<file path="src/rtl/tt_ternary_pkg.sv">
// Shared definitions for the ternary matrix-vector multiply stage: sizes,
// weight encoding, FSM states and output saturation.
package tt_ternary_pkg;

  localparam int MAX_IN_LEN  = 12;
  localparam int MAX_OUT_LEN = 6;
  localparam int WIDTH       = 2;
  localparam int IN_BITS     = 8;
  localparam int ACC_BITS    = IN_BITS + $clog2(MAX_IN_LEN);
  localparam int OUT_BITS    = 8;
  localparam int WT_BITS     = WIDTH * MAX_IN_LEN * MAX_OUT_LEN;
  localparam int IN_IDX_W    = $clog2(MAX_IN_LEN);
  localparam int OUT_IDX_W   = $clog2(MAX_OUT_LEN);

  // 2'b10 is also treated as zero; only these two codes are non-zero.
  localparam logic [WIDTH-1:0] W_ZERO = 2'b00;
  localparam logic [WIDTH-1:0] W_POS  = 2'b01;
  localparam logic [WIDTH-1:0] W_NEG  = 2'b11;

  typedef enum logic {
    ACCUM = 1'b0,
    DRAIN = 1'b1
  } state_e;

  localparam logic signed [ACC_BITS-1:0] SAT_HI = ACC_BITS'((1 << (OUT_BITS - 1)) - 1);
  localparam logic signed [ACC_BITS-1:0] SAT_LO = ~SAT_HI;

  function automatic logic signed [OUT_BITS-1:0] sat_to_out(
    input logic signed [ACC_BITS-1:0] acc
  );
    logic signed [OUT_BITS-1:0] res;
    if (acc > SAT_HI)      res = SAT_HI[OUT_BITS-1:0];
    else if (acc < SAT_LO) res = SAT_LO[OUT_BITS-1:0];
    else                   res = acc[OUT_BITS-1:0];
    return res;
  endfunction

endpackage

</file>
<file path="src/rtl/tt_ternary_pe.sv">
// Single-column ternary accumulator: adds, subtracts or holds the activation
// according to its 2-bit weight, with a synchronous clear.
module tt_ternary_pe
  import tt_ternary_pkg::*;
(
  input  logic                       clk,
  input  logic                       rst_n,
  input  logic                       acc_en,
  input  logic                       acc_clr,
  input  logic [WIDTH-1:0]           weight,
  input  logic signed [IN_BITS-1:0]  in_data,
  output logic signed [ACC_BITS-1:0] acc_q
);

  logic signed [ACC_BITS-1:0] acc_d;
  logic signed [ACC_BITS-1:0] in_ext;

  assign in_ext = {{(ACC_BITS - IN_BITS){in_data[IN_BITS-1]}}, in_data};

  // NOTE: acc_d gets a default before any branch so no path leaves it unassigned (no latch).
  always_comb begin
    acc_d = acc_q;
    if (acc_clr) begin
      acc_d = '0;
    end else if (acc_en) begin
      case (weight)
        W_POS:   acc_d = acc_q + in_ext;
        W_NEG:   acc_d = acc_q - in_ext;
        W_ZERO:  acc_d = acc_q;
        default: acc_d = acc_q;
      endcase
    end
  end

  // NOTE: the accumulator is reset because a reset must discard any partial sum.
  always_ff @(posedge clk or negedge rst_n) begin
    if (!rst_n) acc_q <= '0;
    else        acc_q <= acc_d;
  end

endmodule

</file>
<file path="src/rtl/tt_ternary_mvm.sv">
// Ternary matrix-vector multiply: accumulates one activation per cycle into
// MAX_OUT_LEN column accumulators, then streams the saturated results out.
module tt_ternary_mvm
  import tt_ternary_pkg::*;
(
  input  logic                       clk,
  input  logic                       rst_n,
  input  logic                       ena,
  input  logic [WT_BITS-1:0]         ui_weights,
  input  logic                       in_valid,
  output logic                       in_ready,
  input  logic signed [IN_BITS-1:0]  in_data,
  output logic                       out_valid,
  input  logic                       out_ready,
  output logic signed [OUT_BITS-1:0] out_data,
  output logic                       out_last
);

  localparam logic [IN_IDX_W-1:0]  LAST_IN  = IN_IDX_W'(MAX_IN_LEN - 1);
  localparam logic [OUT_IDX_W-1:0] LAST_OUT = OUT_IDX_W'(MAX_OUT_LEN - 1);

  state_e                   state_q, state_d;
  logic [IN_IDX_W-1:0]      in_idx_q, in_idx_d;
  logic [OUT_IDX_W-1:0]     out_idx_q, out_idx_d;
  logic                     in_accept, out_accept, acc_clr;
  logic signed [ACC_BITS-1:0] acc [MAX_OUT_LEN];
  logic signed [ACC_BITS-1:0] acc_sel;

  // Handshake outputs depend only on registered state and ena, never on valid/ready inputs.
  assign in_ready   = rst_n & ena & (state_q == ACCUM);
  assign out_valid  = ena & (state_q == DRAIN);
  assign out_last   = out_valid & (out_idx_q == LAST_OUT);
  assign in_accept  = in_valid & in_ready;
  assign out_accept = out_valid & out_ready;

  always_comb begin
    acc_sel = '0;
    for (int o = 0; o < MAX_OUT_LEN; o++) begin
      if (out_idx_q == OUT_IDX_W'(o)) acc_sel = acc[o];
    end
  end

  assign out_data = out_valid ? sat_to_out(acc_sel) : '0;

  always_comb begin
    state_d   = state_q;
    in_idx_d  = in_idx_q;
    out_idx_d = out_idx_q;
    acc_clr   = 1'b0;
    case (state_q)
      ACCUM: begin
        if (in_accept) begin
          if (in_idx_q == LAST_IN) begin
            state_d   = DRAIN;
            in_idx_d  = '0;
            out_idx_d = '0;
          end else begin
            in_idx_d = in_idx_q + 1'b1;
          end
        end
      end
      DRAIN: begin
        if (out_accept) begin
          if (out_idx_q == LAST_OUT) begin
            state_d   = ACCUM;
            out_idx_d = '0;
            acc_clr   = 1'b1;
          end else begin
            out_idx_d = out_idx_q + 1'b1;
          end
        end
      end
      default: state_d = ACCUM;
    endcase
  end

  // NOTE: state registers use non-blocking assignments so every flop samples pre-edge values.
  always_ff @(posedge clk or negedge rst_n) begin
    if (!rst_n) begin
      state_q   <= ACCUM;
      in_idx_q  <= '0;
      out_idx_q <= '0;
    end else begin
      state_q   <= state_d;
      in_idx_q  <= in_idx_d;
      out_idx_q <= out_idx_d;
    end
  end

  for (genvar o = 0; o < MAX_OUT_LEN; o++) begin : g_col
    tt_ternary_pe u_pe (
      .clk     (clk),
      .rst_n   (rst_n),
      .acc_en  (in_accept),
      .acc_clr (acc_clr),
      .weight  (ui_weights[WIDTH*(o*MAX_IN_LEN + int'(in_idx_q)) +: WIDTH]),
      .in_data (in_data),
      .acc_q   (acc[o])
    );
  end

endmodule

</file>
<file path="config.mk">
export PLATFORM = sky130hd
export DESIGN_NAME = tt_ternary_mvm
export DESIGN_NICKNAME = d
export VERILOG_FILES = /design/src/rtl/tt_ternary_pkg.sv /design/src/rtl/tt_ternary_pe.sv /design/src/rtl/tt_ternary_mvm.sv
export SDC_FILE = /design/constraint.sdc
export NUM_CORES = 1
export LEC_CHECK = 0
export CAP_MARGIN = 5
export CELL_PAD_IN_SITES_DETAIL_PLACEMENT = 2
export CELL_PAD_IN_SITES_GLOBAL_PLACEMENT = 2
export CORE_UTILIZATION = 32
export DETAILED_ROUTE_END_ITERATION = 8
export GPL_ROUTABILITY_DRIVEN = 0
export PLACE_DENSITY = 0.92
export SYNTH_ARGS = -nofsm -noshare
export SYNTH_HDL_FRONTEND = slang
export SYNTH_SLANG_ARGS = --single-unit
</file>
<file path="constraint.sdc">
create_clock -name clk -period 5.2 [get_ports clk]
set_clock_uncertainty 0.05 [all_clocks]
set_input_delay 0.52 -clock clk [delete_from_list [all_inputs] [get_ports clk]]
set_output_delay 0.52 -clock clk [all_outputs]
set_load 0.005 [all_outputs]
</file>
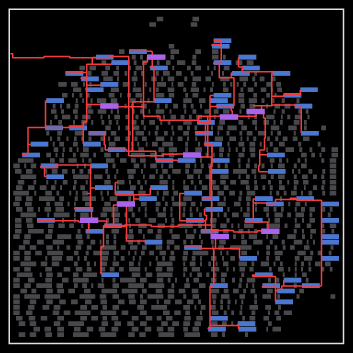
Fig. 1. Clock distribution (run 1).
Scale: 2 px per um.
clock wires: shown in red, length 1570 um. clock drivers: shown in purple, count 9. flip-flops: shown in blue, count 80.
Position of the flops: widely spread. There are 10 routed clock nets.

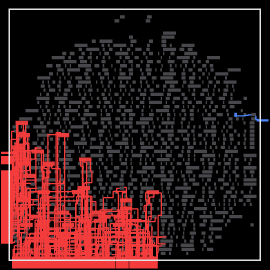
Fig. 2. I/O nets highlighted (run 1).
Scale: 1.5 px per um.
`out_last`: shown in blue, bits 1, direction output, edge east, end cells 1, buffers 1, wire 16.7 um. `ui_weights`: shown in red, bits 144, direction input, edge 103 south, 41 west, end cells 36, buffers 144, wire 6570 um.

==> ci_impl_report.md, run 1 <==
## PnR job results

| Metric | Value |
|---|---|
| Standby leakage power | `4.766 nW` |
| Worst setup slack after layout | `0.4397 ns` |
| Post-cts sizing count | `0` |
| Router iterations before antenna repair | `7` |
| Share of the synthesized area in the top cell type | `23.16%` |
| Top Registers | `g_col.u_pe.acc_q x72, in_idx_q x4, out_idx_q x3` |
| Yosys Chip Area | `8645 um^2` |
| First-pass GRT wire length | `65180 um` |
| Number of antenna diodes | `1` |
| Worst reg2reg path endpoint | `g_col[4].u_pe.acc_q[11]` |
| All-layer global routing usage | `31.18%` |
| Max cap viols | `0` |
| Detailed router's first-iteration violation count | `590` |
| Number of standard cells reported by yosys | `1014` |
| Root Buffer | `sky130_fd_sc_hd__clkbuf_16` |
| Count of synthesis-stage warnings from yosys | `0` |
| Tally of buffers added on design ports | `167` |
| Logic cell area | `6267 um^2` |
| Cell kind with the greatest summed area | `combinational gates` |
| Worst r2r src | `in_idx_q[0]` |
| Floorplan die width | `166.4 um` |
| #FFs+latches synth | `80` |
| Count of clock-net buffers in the final layout | `10` |
| Cell area after synthesis | `8645 um^2` |
| Fa+ha+maj area frac | `11.38%` |
| Total number of warnings across the stage logs | `26` |
| Result of the run | `complete, but fails checks` |
| Final hold slack | `0.1375 ns` |
| Residual DRC count | `3` |
| Max IR drop VDD | `0.2518 mV` |
| Share of cell area taken by muxes after synthesis | `15.24%` |
| Transition at the pin with the smallest max-transition slack | `0.9626 ns` |
| Initial antenna violation count | `1` |
| Tap Count | `335` |
| Heaviest power group | `combinational logic` |
| Reg-to-reg setup timing slack | `0.53 ns` |
| Worst Setup Slack post-DPL | `0.4832 ns` |
| Registers | `80` |
| Floorplan die area | `27680 um^2` |
| Worst setup startpoint | `out_idx_q[2]` |
| Failing checks | `DRC` |
| Cell area power density | `805.9 nW/um^2` |
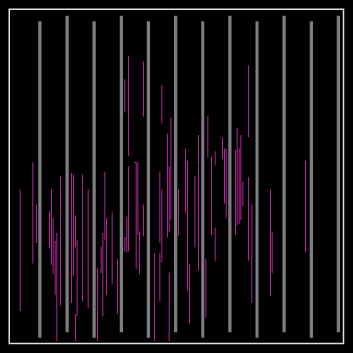
Fig. 3. Metal 4 (run 1).
Scale: 2 px per um. Supply wires on this layer in gray.
The longest straight run is 64.6 um. The layer carries 2360 um of wire. The wires run mostly vertical. 59 nets have wire on it.

==> run 1: worst register-to-register path, delay by kind of cell (launching register included) <==
| kind | cells | cell delay (ns) |
|---|---|---|
| simple gates | 4 | 0.72 |
| compound gates | 8 | 1.89 |
| buf+inv | 2 | 0.37 |
| flops | 1 | 0.64 |
| mux | 1 | 0.54 |
| xor+xnor | 1 | 0.11 |
| fa+ha+maj | 1 | 0.22 |
==> run 1: metrics by stage <==
step / utilization (%) / area (um^2) / cells
finish: 41.79 / 10980 / 1501
global route: 41.79 / 10980 / 1501
CTS: 41.78 / 10980 / 1500
detailed placement: 40.60 / 10670 / 1484
global placement: 40.60 / 10670 / 1484
floorplan: - / 8645 / 1014
==> run 1 -> run 2 <==
--- a/config.mk
+++ b/config.mk
@@ -8,10 +8,12 @@
 export CAP_MARGIN = 5
 export CELL_PAD_IN_SITES_DETAIL_PLACEMENT = 2
 export CELL_PAD_IN_SITES_GLOBAL_PLACEMENT = 2
-export CORE_UTILIZATION = 32
+export CORE_ASPECT_RATIO = 0.6
+export CORE_UTILIZATION = 30
 export DETAILED_ROUTE_END_ITERATION = 8
 export GPL_ROUTABILITY_DRIVEN = 0
-export PLACE_DENSITY = 0.92
+export PLACE_DENSITY = 0.87
+export SLEW_MARGIN = 20
 export SYNTH_ARGS = -nofsm -noshare
 export SYNTH_HDL_FRONTEND = slang
 export SYNTH_SLANG_ARGS = --single-unit
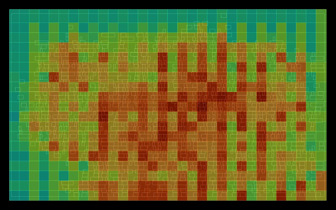
Fig. 4. Congestion heat map (run 2).
all-layer global routing usage: 26.48%
final core occ: 39.34%
GR Util met3: 6.198%
met2 track demand over resource: 42.60%

==> ci_impl_report.md, run 2 <==
## PnR job results

| Metric | Value |
|---|---|
| Result of the run | `complete, no violations` |
| Top Ports | `168` |
| Synthesized netlist net count | `1246` |
| Worst Setup Slack post-DPL | `0.1897 ns (-0.2934 ns)` |
| Worst setup startpoint | `in_data[1]` |
| Yosys Chip Area | `8645 um^2 (unchanged)` |
| Transition at the pin with the smallest max-transition slack | `1.052 ns (+0.08957 ns)` |
| Worst setup slack after layout | `0.3091 ns (-0.1306 ns)` |
| Number of standard cells reported by yosys | `1014 (unchanged)` |
| Share of cell area taken by muxes after synthesis | `15.24% (unchanged)` |
| # placed instances | `1512 (+1.9%)` |
| Die height | `133.5 um` |
| Cell area power density | `781.8 nW/um^2 (-3.0%)` |
| Reg-to-reg setup timing slack | `0.68 ns (+0.15 ns)` |
| Tally of buffers added on design ports | `167 (unchanged)` |
| Worst r2r src | `in_idx_q[0]` |
| Number of global-route vias before repair | `9613` |
| Heaviest power group | `combinational logic` |
| Largest buffer count on any clock path | `2` |
| Residual DRC count | `0 (-3)` |
| Largest Register | `g_col.u_pe.acc_q` |
| Cell area after synthesis | `8645 um^2 (unchanged)` |
| Max FFs per register | `72` |
| First-pass GRT wire length | `59410 um (-8.8%)` |
| Hold violation total from the final report | `0` |
| Biggest area cells | `sky130_fd_sc_hd__dfrtp_1, sky130_fd_sc_hd__ha_1, sky130_fd_sc_hd__mux4_2, sky130_fd_sc_hd__nand2_1, sky130_fd_sc_hd__xor2_1` |
| Fraction of layout cells with a size suffix above 1 | `7.838%` |
| Post-cts sizing count | `0 (unchanged)` |
| Worst Min Path Start | `g_col[4].u_pe.acc_q[11]` |
| Top Registers | `g_col.u_pe.acc_q x72, in_idx_q x4, out_idx_q x3` |
| Final routed wire length divided by cell count | `25.32 um` |
| Worst-path cell chain | `clkdlybuf4s50_1, inv_1, ha_1, nand2_1, or3_1, nor2_1, nor2_1, buf_4, mux2i_1, ha_1, inv_1, nor2_1, nor2_1, nand2_1, o221ai_1, xor2_1, o211ai_1, o31ai_1` |
| Initial antenna violation count | `1 (unchanged)` |
| Placeable core region | `27930 um^2` |
| Cell with the most instances after synthesis | `sky130_fd_sc_hd__nand2_1` |
| Post-Synthesis Cells | `1014` |
| Count of library flops with an enable pin | `0` |
| #FFs+latches synth | `80 (unchanged)` |
| Worst Path Buf+Inv | `4` |
| Slowest Stage Delay on Critical Path | `0.60 ns` |
| Number of max-slew violations in the final report | `0` |
| Number of standard cells in the final layout excluding fillers | `1529 (+1.9%)` |
| Share of the synthesized area in the top cell type | `23.16% (unchanged)` |
| Total placed instance area | `10650 um^2 (-0.14%)` |
| Stages on the worst setup path | `18` |
| Max IR drop VDD | `0.2199 mV (-13%)` |
| Floorplan die area | `29520 um^2 (+6.7%)` |
| Detailed router's first-iteration violation count | `665 (+13%)` |
| Worst slew margin relative to its limit | `29.85%` |
| Post-route design area | `10990 um^2 (about the same)` |
| Min cycle time layout | `4.891 ns` |
| Final hold slack | `0.4512 ns (+0.3137 ns)` |
| Max cap viols | `0 (unchanged)` |
| Row count | `47` |
| CP max-delay cell | `sky130_fd_sc_hd__or3_1` |
| Standby leakage power | `4.748 nW (-0.37%)` |
| Switching power summed over all nets | `4.498 mW` |
| Fa+ha+maj area frac | `11.38% (unchanged)` |
| Combinational power | `6.56 mW` |
| Level count of the clock H-tree | `3` |
| Floorplan die width | `221.1 um (+33%)` |
| Clock tree sinks | `80` |
| Kind of start point of the critical path | `input port` |
| Router iterations before antenna repair | `5 (-2)` |
| Worst reg2reg path endpoint | `g_col[1].u_pe.acc_q[10]` |
| Total number of warnings across the stage logs | `26 (unchanged)` |
| Worst Hold Depth | `1` |
| Largest fanout on the critical path | `12` |
| Routed vias | `8744` |
| Overall power | `8.591 mW` |
| Count of synthesis-stage warnings from yosys | `0 (unchanged)` |
| Root Buffer | `sky130_fd_sc_hd__clkbuf_16` |
| Critical path's most frequent cell | `sky130_fd_sc_hd__nor2_1` |
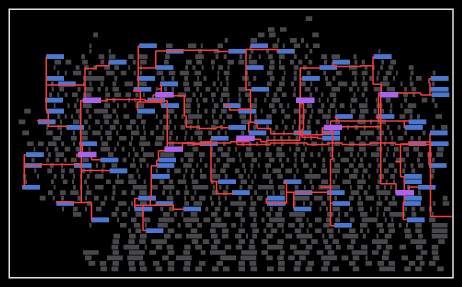
Fig. 5. Clock distribution (run 2).
Scale: 2 px per um.
clock wires: shown in red, length 1540 um. clock drivers: shown in purple, count 9. flip-flops: shown in blue, count 80.
There are 10 routed clock nets.
worst-skew pair later-pin latency: 0.37 ns
share of power burned in the clock network: 8.6%

==> run 2: logic make-up (layout without fill, tap and decap cells) <==
logic type | Yosys count | in the layout
adder cells (fa/ha/maj) | 75 | 75
multiplexers | 84 | 84
AND/OR/NAND/NOR | 335 | 335
flip-flops | 80 | 80
buffers and inverters | 87 | 234
XOR/XNOR | 87 | 87
other | 0 | 1
AND-OR/OR-AND | 266 | 266
==> run 2: cell type report <==
cell class,instances,area (um^2)
timing repair buffer,185,1807
inverter,34,127.6
multi-input combinational,847,6267
tap,367,459.2
clock inverter,3,65.06
fill,3122,16950
sequential,80,2003
clock buffer,12,256.5
antenna,1,2.502
==> run 2: routing by layer <==
layer	vias to the layer above	GRT usage, %
li1	3935	-
met1	4505	35.65
met2	240	42.60
met3	64	6.198
met4	0	6.954
met5	-	0
Power figures rest on the tool's default switching activity, not on a simulated workload.
